**src/rtl/pipeline_ctrl.sv**
```systemverilog
// rtl/pipeline_ctrl.sv - hazard, sequencing and forwarding control for the five-stage pipeline (optional PIPE_CTRL_PERF_EN perf counters)
module pipeline_ctrl #(
    parameter int FLUSH_CYCLES = 4,
    parameter int MDU_TIMEOUT  = 64
) (
    input  logic        clock,
    input  logic        reset,
    input  logic [4:0]  rs_id,
    input  logic [4:0]  rt_id,
    input  logic        rt_used_id,
    input  logic [4:0]  rs_ex,
    input  logic [4:0]  rt_ex,
    input  logic [4:0]  rd_ex,
    input  logic        mem_read_ex,
    input  logic [4:0]  rd_mem,
    input  logic        reg_write_mem,
    input  logic [4:0]  rd_wb,
    input  logic        reg_write_wb,
    input  logic        branch_taken_ex,
    input  logic        mdu_start_ex,
    input  logic        mdu_done,
    output logic        pc_en,
    output logic        if_id_en,
    output logic        id_ex_en,
    output logic        if_id_flush,
    output logic        id_ex_flush,
    output logic        ex_mem_flush,
    output logic [1:0]  fwd_a,
    output logic [1:0]  fwd_b,
    output logic [1:0]  state,
    output logic        mdu_err,
    output logic [15:0] stall_cnt,
    output logic [15:0] flush_cnt
);

    typedef enum logic [1:0] {
        ST_INIT = 2'b00,
        ST_RUN  = 2'b01,
        ST_WAIT = 2'b10
    } state_t;

    localparam logic [7:0]  INIT_LAST = 8'(FLUSH_CYCLES - 1);
    localparam logic [15:0] TO_LAST   = 16'(MDU_TIMEOUT - 1);

    state_t      cur;
    logic [7:0]  init_cnt;
    logic [15:0] mdu_cnt;
    logic        load_use;

    assign state = cur;

    assign load_use = mem_read_ex && (rd_ex != 5'd0) &&
                      ((rd_ex == rs_id) || (rt_used_id && (rd_ex == rt_id)));

    // Pipeline register controls decoded from the current state and hazard inputs
    always_comb begin
        pc_en        = 1'b1;
        if_id_en     = 1'b1;
        id_ex_en     = 1'b1;
        if_id_flush  = 1'b0;
        id_ex_flush  = 1'b0;
        ex_mem_flush = 1'b0;
        case (cur)
            ST_RUN: begin
                if (mdu_start_ex) begin
                    pc_en        = 1'b0;
                    if_id_en     = 1'b0;
                    id_ex_en     = 1'b0;
                    ex_mem_flush = 1'b1;
                end else if (branch_taken_ex) begin
                    if_id_flush = 1'b1;
                    id_ex_flush = 1'b1;
                end else if (load_use) begin
                    pc_en       = 1'b0;
                    if_id_en    = 1'b0;
                    id_ex_flush = 1'b1;
                end
            end
            ST_WAIT: begin
                // The done cycle runs normally so the MDU result moves into MEM
                if (!mdu_done) begin
                    pc_en        = 1'b0;
                    if_id_en     = 1'b0;
                    id_ex_en     = 1'b0;
                    ex_mem_flush = 1'b1;
                end
            end
            default: begin
                pc_en        = 1'b0;
                if_id_en     = 1'b0;
                id_ex_en     = 1'b0;
                if_id_flush  = 1'b1;
                id_ex_flush  = 1'b1;
                ex_mem_flush = 1'b1;
            end
        endcase
    end

    // ALU operand forwarding; MEM is newer than WB so it wins, r0 never forwards
    always_comb begin
        fwd_a = 2'b00;
        fwd_b = 2'b00;
        if (reg_write_mem && (rd_mem != 5'd0) && (rd_mem == rs_ex))
            fwd_a = 2'b01;
        else if (reg_write_wb && (rd_wb != 5'd0) && (rd_wb == rs_ex))
            fwd_a = 2'b10;
        if (reg_write_mem && (rd_mem != 5'd0) && (rd_mem == rt_ex))
            fwd_b = 2'b01;
        else if (reg_write_wb && (rd_wb != 5'd0) && (rd_wb == rt_ex))
            fwd_b = 2'b10;
    end

    // Sequencer: bubble injection after reset, MDU wait with timeout
    always_ff @(posedge clock) begin
        if (!reset) begin
            cur      <= ST_INIT;
            init_cnt <= 8'd0;
            mdu_cnt  <= 16'd0;
            mdu_err  <= 1'b0;
        end else begin
            case (cur)
                ST_INIT: begin
                    if (init_cnt == INIT_LAST)
                        cur <= ST_RUN;
                    else
                        init_cnt <= init_cnt + 8'd1;
                end
                ST_RUN: begin
                    if (mdu_start_ex) begin
                        cur     <= ST_WAIT;
                        mdu_cnt <= 16'd0;
                    end
                end
                ST_WAIT: begin
                    if (mdu_done) begin
                        cur <= ST_RUN;
                    end else if (mdu_cnt == TO_LAST) begin
                        mdu_err <= 1'b1;
                        cur     <= ST_RUN;
                    end else begin
                        mdu_cnt <= mdu_cnt + 16'd1;
                    end
                end
                default: cur <= ST_INIT;
            endcase
        end
    end

`ifdef PIPE_CTRL_PERF_EN
    logic stall_evt;
    logic flush_evt;

    assign stall_evt = (cur == ST_WAIT) ||
                       ((cur == ST_RUN) && !mdu_start_ex && !branch_taken_ex && load_use);
    assign flush_evt = (cur == ST_RUN) && !mdu_start_ex && branch_taken_ex;

    // Saturating stall and branch-flush event counters
    always_ff @(posedge clock) begin
        if (!reset) begin
            stall_cnt <= 16'd0;
            flush_cnt <= 16'd0;
        end else begin
            if (stall_evt && (stall_cnt != 16'hFFFF))
                stall_cnt <= stall_cnt + 16'd1;
            if (flush_evt && (flush_cnt != 16'hFFFF))
                flush_cnt <= flush_cnt + 16'd1;
        end
    end
`else
    assign stall_cnt = 16'd0;
    assign flush_cnt = 16'd0;
`endif

endmodule

```
**config.mk**
```make
export PLATFORM = sky130hd
export DESIGN_NAME = pipeline_ctrl
export DESIGN_NICKNAME = d
export VERILOG_FILES = /design/src/rtl/pipeline_ctrl.sv
export SDC_FILE = /design/constraint.sdc
export NUM_CORES = 1
export LEC_CHECK = 0
export CAP_MARGIN = 20
export CORE_ASPECT_RATIO = 1.75
export CORE_MARGIN = 2
export CORE_UTILIZATION = 47
export DETAILED_ROUTE_END_ITERATION = 16
export GPL_ROUTABILITY_DRIVEN = 0
export PLACE_DENSITY_LB_ADDON = 0.12
export SKIP_CTS_REPAIR_TIMING = 1
export SLEW_MARGIN = 25
export SYNTH_ARGS = -nofsm -noshare
export SYNTH_HDL_FRONTEND = slang
export SYNTH_SLANG_ARGS = --single-unit
```
**constraint.sdc**
```tcl
create_clock -name clock -period 4.9 [get_ports clock]
set_input_delay 0.98 -clock clock [delete_from_list [all_inputs] [get_ports clock]]
set_output_delay 0.98 -clock clock [all_outputs]
set_load 0.05 [all_outputs]
```
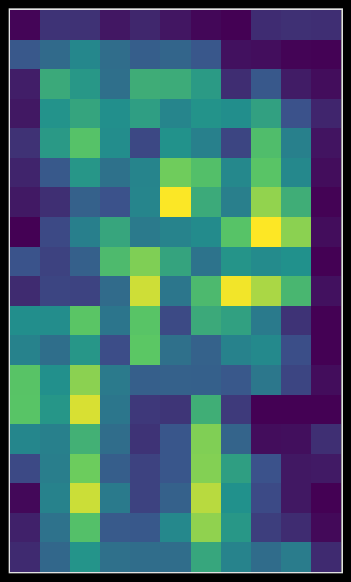
(images/wire_density.png)
The die is cut into 11 by 19 equal tiles; dark purple is low, yellow is high, scaled to the fullest tile. Values are wire area over tile area, all layers added.
tiles over half the peak: 28%
fullest tile: 0.40
densest ninth of the die: middle
emptiest ninth of the die: bottom right
mean over tiles: 0.15

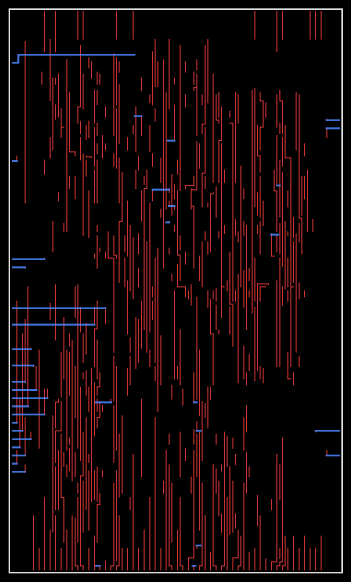
(images/metal_stack.png)
Two of the layers only.
| layer | colour | wire length |
|---|---|---|
| met3 | blue | 119 um |
| met2 | red | 2900 um |

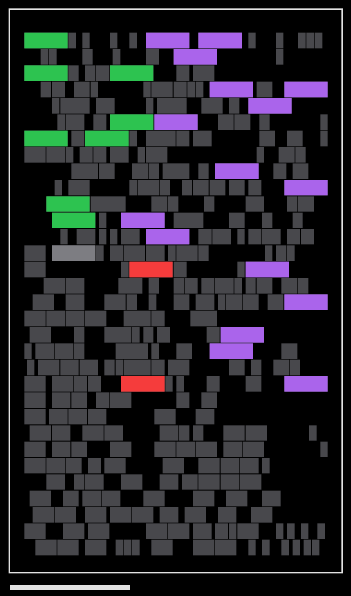
(images/registers.png)
Scale bar: 20 um. Other sequential cells in the stronger grey, the rest of the logic in the fainter grey.
| name in the netlist | colour | placed flops |
|---|---|---|
| mdu_cnt | purple | 16 |
| state | red | 2 |
| init_cnt | green | 8 |
not coloured: 1

==> Implementation_results.wiki <==
=== Synthesis and place and route ===
{| class="wikitable"
! Metric !! Value
|-
| Result of the run || completed
|-
| Global routing met3 resource utilization || 2.08%
|-
| Post-DR wirelength/cell || 13.7 um
|-
| Critical Path Sink Type || primary output
|-
| Synthesized-area fraction occupied by and/or/nand/nor cells || 25.7%
|-
| Largest net degree at the start of global routing || 17
|-
| Chip area || 0.00515 sq mm
|-
| Worst flop-to-flop path startpoint || state[0]$_SDFFE_PN0P_
|-
| Yosys synthesis chip area || 0.00215 sq mm
|-
| Count of buffering cells on the critical path with inverters included || 2
|-
| Final antenna diode count || 0
|-
| Horizontal die dimension || 55.1 um
|-
| Achievable Freq || 224 MHz
|-
| N_taps || 51
|-
| Wire length of the first global-routing pass || 8.04 mm
|-
| Number of H-tree levels || 1
|-
| Yosys cell count || 259
|-
| Complex-gate fraction of the synthesized area || 14.6%
|-
| Multi-input combinational area share || 53.5%
|-
| Gr usage total || 20.3%
|-
| Worst-margin pin slew || 0.582 ns
|-
| Global routing usage on met1 || 20.2%
|-
| Most common flop cell mapped by yosys || sky130_fd_sc_hd__dfxtp_1
|-
| Wl on met1 || 1.84 mm
|-
| Final Hold Violating Endpoints || 0
|-
| Fin Setup TNS || 0 ns
|-
| Top layer in use || met4
|-
| Part of the Yosys area used for sequential elements || 25.1%
|-
| Worst reg2reg setup slack || 2.68 ns
|-
| Number of antenna violations at the first check in global routing || 0
|-
| Number of DRC markers after the initial detailed-route iteration || 41
|-
| Flip-flops with a built-in enable || 0
|-
| Insertion delay to the later sink of the worst-skew pair || 0.28 ns
|-
| Count of pins on the block boundary || 89
|-
| Clock transition at the register clock pins on the worst setup and hold paths after CTS || 0.10 ns
|-
| Sequential cell area share || 20.3%
|-
| Cell Area, Synth || 0.00215 sq mm
|-
| Total met2 wirelength after detailed routing || 2.90 mm
|-
| Largest Register || mdu_cnt
|-
| Startpoint Class || primary input
|-
| Crit path max-delay family || buffers and inverters
|-
| Die extent in y || 93.5 um
|-
| Minimum setup slack in the final design || 0.445 ns
|-
| Adder-cell share of the synthesized area || 2.91%
|-
| Power density relative to cell area || 297 mW/mm^2
|-
| Core Rows || 32
|-
| Portion of the clock cycle consumed by the worst path in the final layout || 90.9%
|-
| Dpl ws || 0.428 ns
|-
| Clock Sink Count || 27
|-
| Routing layer with the top usage in global route || met2
|-
| Non-clock buffer contribution to total cell area || 21.1%
|-
| Seq Cell Count || 27
|-
| Via count of the first global-routing pass || 1873
|-
| Root buf cell || sky130_fd_sc_hd__clkbuf_8
|-
| Post-route clock skew || 0.00226 ns
|-
| Number of cells traversed by the worst register-to-register path || 6
|-
| Final instance area || 0.00266 sq mm
|-
| Synth async-reset ratio || 0%
|-
| Buffer depth of the longest clock path || 2
|-
| Comb. cell area || 0.00143 sq mm
|-
| Worst-case vdd ir drop || 0.253 mV
|}
-- cells by family after synthesis --
group | after synthesis
AND/OR/NAND/NOR | 95
buffers and inverters | 45
AND-OR/OR-AND | 44
XOR/XNOR | 35
flip-flops | 27
multiplexers | 7
adder cells (fa/ha/maj) | 5
other | 1
-- cells in the mapped netlist (3+ instances only) --
cell type	instances	share of area, %
sky130_fd_sc_hd__buf_4	34	12
sky130_fd_sc_hd__or3_1	7	2.0
sky130_fd_sc_hd__mux2i_1	7	3.3
sky130_fd_sc_hd__nor4_1	8	2.3
sky130_fd_sc_hd__and4_1	5	2.0
sky130_fd_sc_hd__nand3_1	12	2.8
sky130_fd_sc_hd__a211oi_1	3	1.0
sky130_fd_sc_hd__o21ai_0	5	1.2
sky130_fd_sc_hd__o31ai_1	7	2.4
sky130_fd_sc_hd__o21a_1	4	1.4
sky130_fd_sc_hd__xnor2_1	7	2.9
sky130_fd_sc_hd__dfxtp_1	27	25
sky130_fd_sc_hd__ha_1	5	2.9
sky130_fd_sc_hd__nor2_1	11	1.9
sky130_fd_sc_hd__nand2_1	17	3.0
sky130_fd_sc_hd__xor2_1	28	11
sky130_fd_sc_hd__or4_1	12	4.2
sky130_fd_sc_hd__a21oi_1	11	2.6
sky130_fd_sc_hd__inv_1	6	1.0
sky130_fd_sc_hd__nand4_1	7	2.0
sky130_fd_sc_hd__nor3_1	3	0.70
-- power breakdown --
group	leakage [nW]	internal [W]	switching, W
registers	0.218	0.000235	0.0000150
clock network	0.0217	0.0000578	0.0000758
logic	0.730	0.000145	0.000262
-- through the flow --
step / total power, W / hold slack, ns
2_1_floorplan: 0.000567 / 0.439
3_3_place_gp: 0.000661 / 0.462
3_5_place_dp: 0.000662 / 0.461
4_1_cts: 0.000794 / 0.487
5_1_grt: 0.000835 / 0.514
6_report: 0.000791 / 0.481
Power is estimated from default activity; no workload was simulated.
